Design sobel_edge_detect_flat, sky130hd; sources not shown.
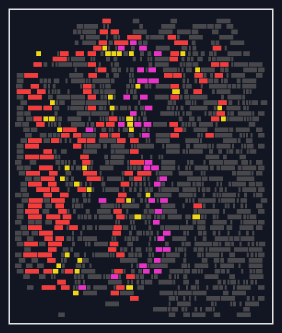
Fig. 1. Gate families picked out (run 1).
(2 px per um)
legend:
  yellow:
    family: non-inverting ao/oa cells
    cells: 37
  magenta:
    family: mux cells
    cells: 37
    where: a vertical strip down the middle
  red:
    family: fa/ha/maj cells
    cells: 133
most common cell after layout, fill and taps aside: sky130_fd_sc_hd__dfxtp_1
multi-input gate share of total cell area: 0.500
Final Non-Filler Cells: 1375

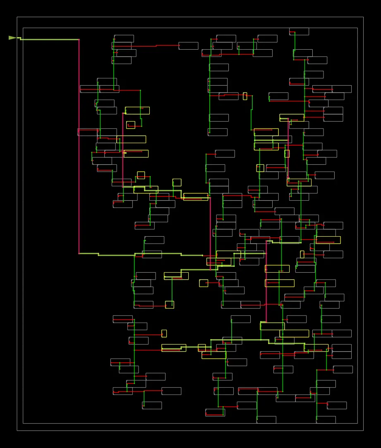
Fig. 2. Clock wiring as the flow saved it (run 1).
number of sequential cells in the layout: 145
Clock net power: 0.00168 W
CTS Buf Count: 17
worst clock skew: 0.0118 ns

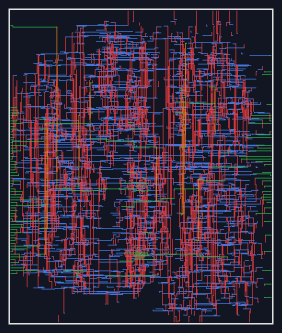
Fig. 3. Metal layers overlaid (run 1).
(2 px per um)
legend:
  red:
    layer: M2
    wire_length: 10200 um
  green:
    layer: M3
    wire_length: 909 um
  orange:
    layer: M4
    wire_length: 512 um
  blue:
    layer: M1
    wire_length: 8740 um
global-route usage over all layers: 0.208
via count: 6881
post-detailed-route wirelength per cell: 14.8 um

==> flow_metrics.py, run 1 <==
# Metrics from the implementation run
metrics = {
    "global_routing": {
        "met2_usage": 0.372,
        "globalRouteOverflowTotal": 0,
        "grt_start_max_net_pins": 17,
    },
    "route": {
        "wirelength_met1_um": 8740,
        "initialDrtViolationCount": 296,
        "met3RoutedLength_um": 908,
        "drt_pass1_iterations": 4,
    },
    "logic_synthesis": {
        "synth_area_per_cell_sq_um": 8.95,
        "yosys.area_share.adder": 0.223,
        "ys.warnings.count": 0,
        "synth-area-yosys_sq_um": 8710,
        "ys.flops": 145,
    },
    "final_timing": {
        "rsz_0062_raised_after_global_routing": "false",
        "period_minus_slack_ns": 3.21,
        "finalSetupViolCount": 0,
    },
    "setup_path": {
        "worstSetupEndpointType": "flop",
    },
    "final_layout": {
        "bufs_w_o_clock": 143,
        "largest_cell_class": "combinational gates",
        "layout.area.comb_sq_um": 5380,
    },
    "status": {
        "status": "finished, final reports clean",
    },
    "clock_tree": {
        "clock_sink_count": 145,
    },
    "die": {
        "floorplan.tapcells": 256,
    },
    "job": {
        "timing.max_cap.violations": 0,
    },
}
-- run 1: synthesized netlist by cell type, drive strengths merged (3+ instances only) --
cell / n / share of area
nand3: 11 / 0.0063
or2: 3 / 0.0022
a21boi: 4 / 0.0034
nand2b: 5 / 0.0036
mux2i: 15 / 0.017
a21o: 11 / 0.0095
fa: 37 / 0.085
nand4b: 3 / 0.0030
o31a: 5 / 0.0050
a2111oi: 4 / 0.0040
and4: 4 / 0.0040
a211oi: 3 / 0.0026
nand4: 11 / 0.0079
buf: 7 / 0.0050
or3: 3 / 0.0022
and3: 7 / 0.0050
nor3: 30 / 0.018
mux2: 22 / 0.029
and2: 13 / 0.0093
o41ai: 3 / 0.0039
a31oi: 10 / 0.0072
dfxtp: 145 / 0.33
nor2: 100 / 0.043
o21a: 15 / 0.013
o31ai: 3 / 0.0026
ha: 96 / 0.14
nand2: 93 / 0.040
xnor2: 12 / 0.012
a21oi: 67 / 0.039
nor2b: 63 / 0.045
clkbuf: 22 / 0.0096
o21ai: 28 / 0.017
inv: 80 / 0.034
xor2: 20 / 0.020
-- run 1: through the flow --
| stage | hold slack (ns) | power (W) | worst slack, ns | std cells |
|---|---|---|---|---|
| 2_1_floorplan | 0.414 | 0.00377 | 0.916 | 974 |
| 3_3_place_gp | 0.419 | 0.00437 | 0.319 | 1344 |
| 3_5_place_dp | 0.422 | 0.00441 | 0.285 | 1344 |
| 4_1_cts | 0.433 | 0.00610 | 0.568 | 1375 |
| 5_1_grt | 0.453 | 0.00650 | 0.437 | 1375 |
| 6_report | 0.428 | 0.00607 | 0.590 | 1375 |
-- run 1: report_power, final --
group          internal [W]  switching (W)  total (W)
clock               0.00103       0.000650    0.00168
sequential          0.00171       0.000109    0.00182
combinational       0.00122        0.00134    0.00256
==> inputs of run 2 (changes only) <==
- clock period: 3.8 -> 3.35 ns (I/O delays scaled with it)
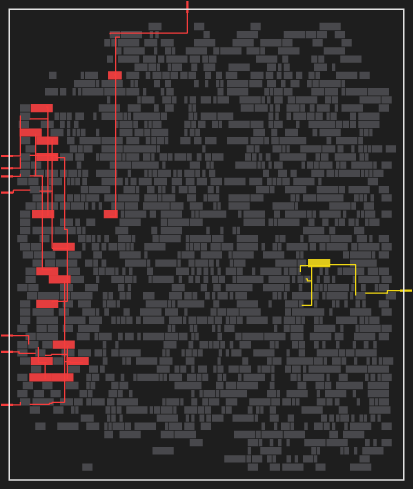
Fig. 4. Nets reached from selected ports (run 2).
(3 px per um)
legend:
  red:
    port: win_matrix_p11
    bits: 8
    direction: input
    edge: 7 left, 1 top
    end_cells: 16
    buffers: 8
    wire: 451 um
  yellow:
    port: edge_bit
    bits: 1
    direction: output
    edge: right
    end_cells: 1
    buffers: 1
    wire: 63.0 um
Port Buf Inserts: 114
I/O pin cnt: 124

==> flow_metrics.py, run 2 <==
# Metrics from the implementation run
metrics = {
    "status": {
        "status": "finished, final reports clean",
    },
    "global_routing": {
        "globalRouteOverflowTotal": 0,
        "track_usage": 0.208,
        "grt_start_max_net_pins": 17,
    },
    "logic_synthesis": {
        "synth-area-yosys_sq_um": 8710,
        "ys.flops": 145,
        "netlist_top_cells_area": "sky130_fd_sc_hd__dfxtp_1 33%, sky130_fd_sc_hd__ha_1 14%, sky130_fd_sc_hd__fa_1 8.5%, sky130_fd_sc_hd__nor2b_1 4.5%, sky130_fd_sc_hd__nor2_1 4.3%",
        "ys.warnings.count": 0,
        "synth_top_area_share": 0.333,
        "synth-cells-yosys": 974,
        "synth_area_leader_cell": "sky130_fd_sc_hd__dfxtp_1",
        "synth_area_per_cell_sq_um": 8.95,
        "ys_seq_share": 0.333,
        "common_cells": "145 x sky130_fd_sc_hd__dfxtp_1, 100 x sky130_fd_sc_hd__nor2_1, 96 x sky130_fd_sc_hd__ha_1",
    },
    "final_layout": {
        "bufs_w_o_clock": 143,
        "nFlopsAndLatches": 145,
        "final_common_cell": "sky130_fd_sc_hd__dfxtp_1",
        "layout.filler_cells": 1764,
        "layout.area.comb_sq_um": 5390,
        "largest_cell_class": "combinational gates",
        "comb_area_share": 0.500,
        "nNetsFinal": 1328,
    },
    "setup_path": {
        "worstSetupEndpointType": "flop",
    },
    "placement": {
        "preCtsSetupSlack_ns": -0.0974,
    },
    "final_timing": {
        "finalSetupViolCount": 0,
        "fin_ws_ns": 0.203,
        "hold_ws_ns": 0.428,
        "rsz_0062_raised_after_global_routing": "false",
    },
    "route": {
        "initialDrtViolationCount": 308,
        "drt_pass1_iterations": 5,
        "routed-via-count": 6900,
        "avgRoutedWirePerCell_um": 14.8,
    },
    "clock_tree": {
        "cts-root-buf": "sky130_fd_sc_hd__clkbuf_16",
        "cts_buf_count": 17,
    },
    "die": {
        "floorplan.tapcells": 256,
    },
    "job": {
        "timing.max_cap.violations": 0,
    },
}
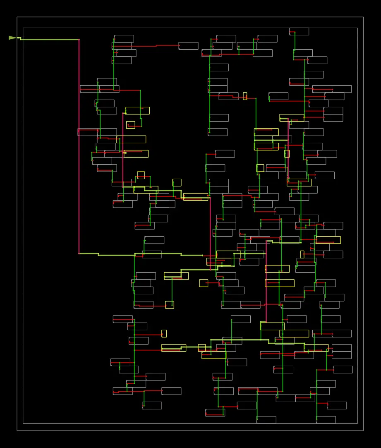
Fig. 5. Clock wiring as the flow saved it (run 2).
clkbuf count: 19
CTS sink count: 145
clock latency of the later-clocked register in the worst-skew pair: 0.42 ns
Clock net power: 0.00191 W
worst clock skew: 0.0115 ns

==> run 2: worst register-to-register path, stage by stage (launching register included) <==
cell                       delay (ns)
sky130_fd_sc_hd__dfxtp_1         0.31
sky130_fd_sc_hd__ha_1            0.23
sky130_fd_sc_hd__fa_1            0.41
sky130_fd_sc_hd__a21o_1          0.18
sky130_fd_sc_hd__a21oi_2         0.16
sky130_fd_sc_hd__o21ai_0         0.13
sky130_fd_sc_hd__a2111o_1        0.49
sky130_fd_sc_hd__nand2_1         0.10
sky130_fd_sc_hd__xnor2_1         0.14
sky130_fd_sc_hd__ha_1            0.28
sky130_fd_sc_hd__a21o_1          0.18
sky130_fd_sc_hd__a21o_1          0.16
sky130_fd_sc_hd__a21oi_1         0.14
sky130_fd_sc_hd__a21oi_1         0.11
==> run 2: cell families after synthesis <==
family                     share of synthesized area
DFF                                            0.333
adders and majority gates                      0.223
muxes                                         0.0465
and+or+nand+nor                                0.194
AOI/OAI and AO/OA                              0.122
buffers and inverters                         0.0491
xor gates and xnor gates                      0.0322
==> run 2: stage by stage <==
step                      power (W)  cells
after floorplan             0.00427    974
after global placement      0.00496   1344
after detailed placement    0.00500   1344
after CTS                   0.00692   1375
after global routing        0.00739   1375
final                       0.00689   1375
==> run 2: where the power goes <==
group,switching [W],internal (W)
Sequential,0.000125,0.00194
Combinational,0.00152,0.00139
Clock,0.000737,0.00117
==> run 2: metal layers <==
metal  vias to the layer above  GRT usage  routed length [um]
met5                         -          0                   0
met4                         0     0.0775                 515
met3                        26     0.0403                 899
met2                       171      0.372               10200
met1                      3145      0.244                8720
li1                       3558          -                   -
Power is estimated from default activity; no workload was simulated.
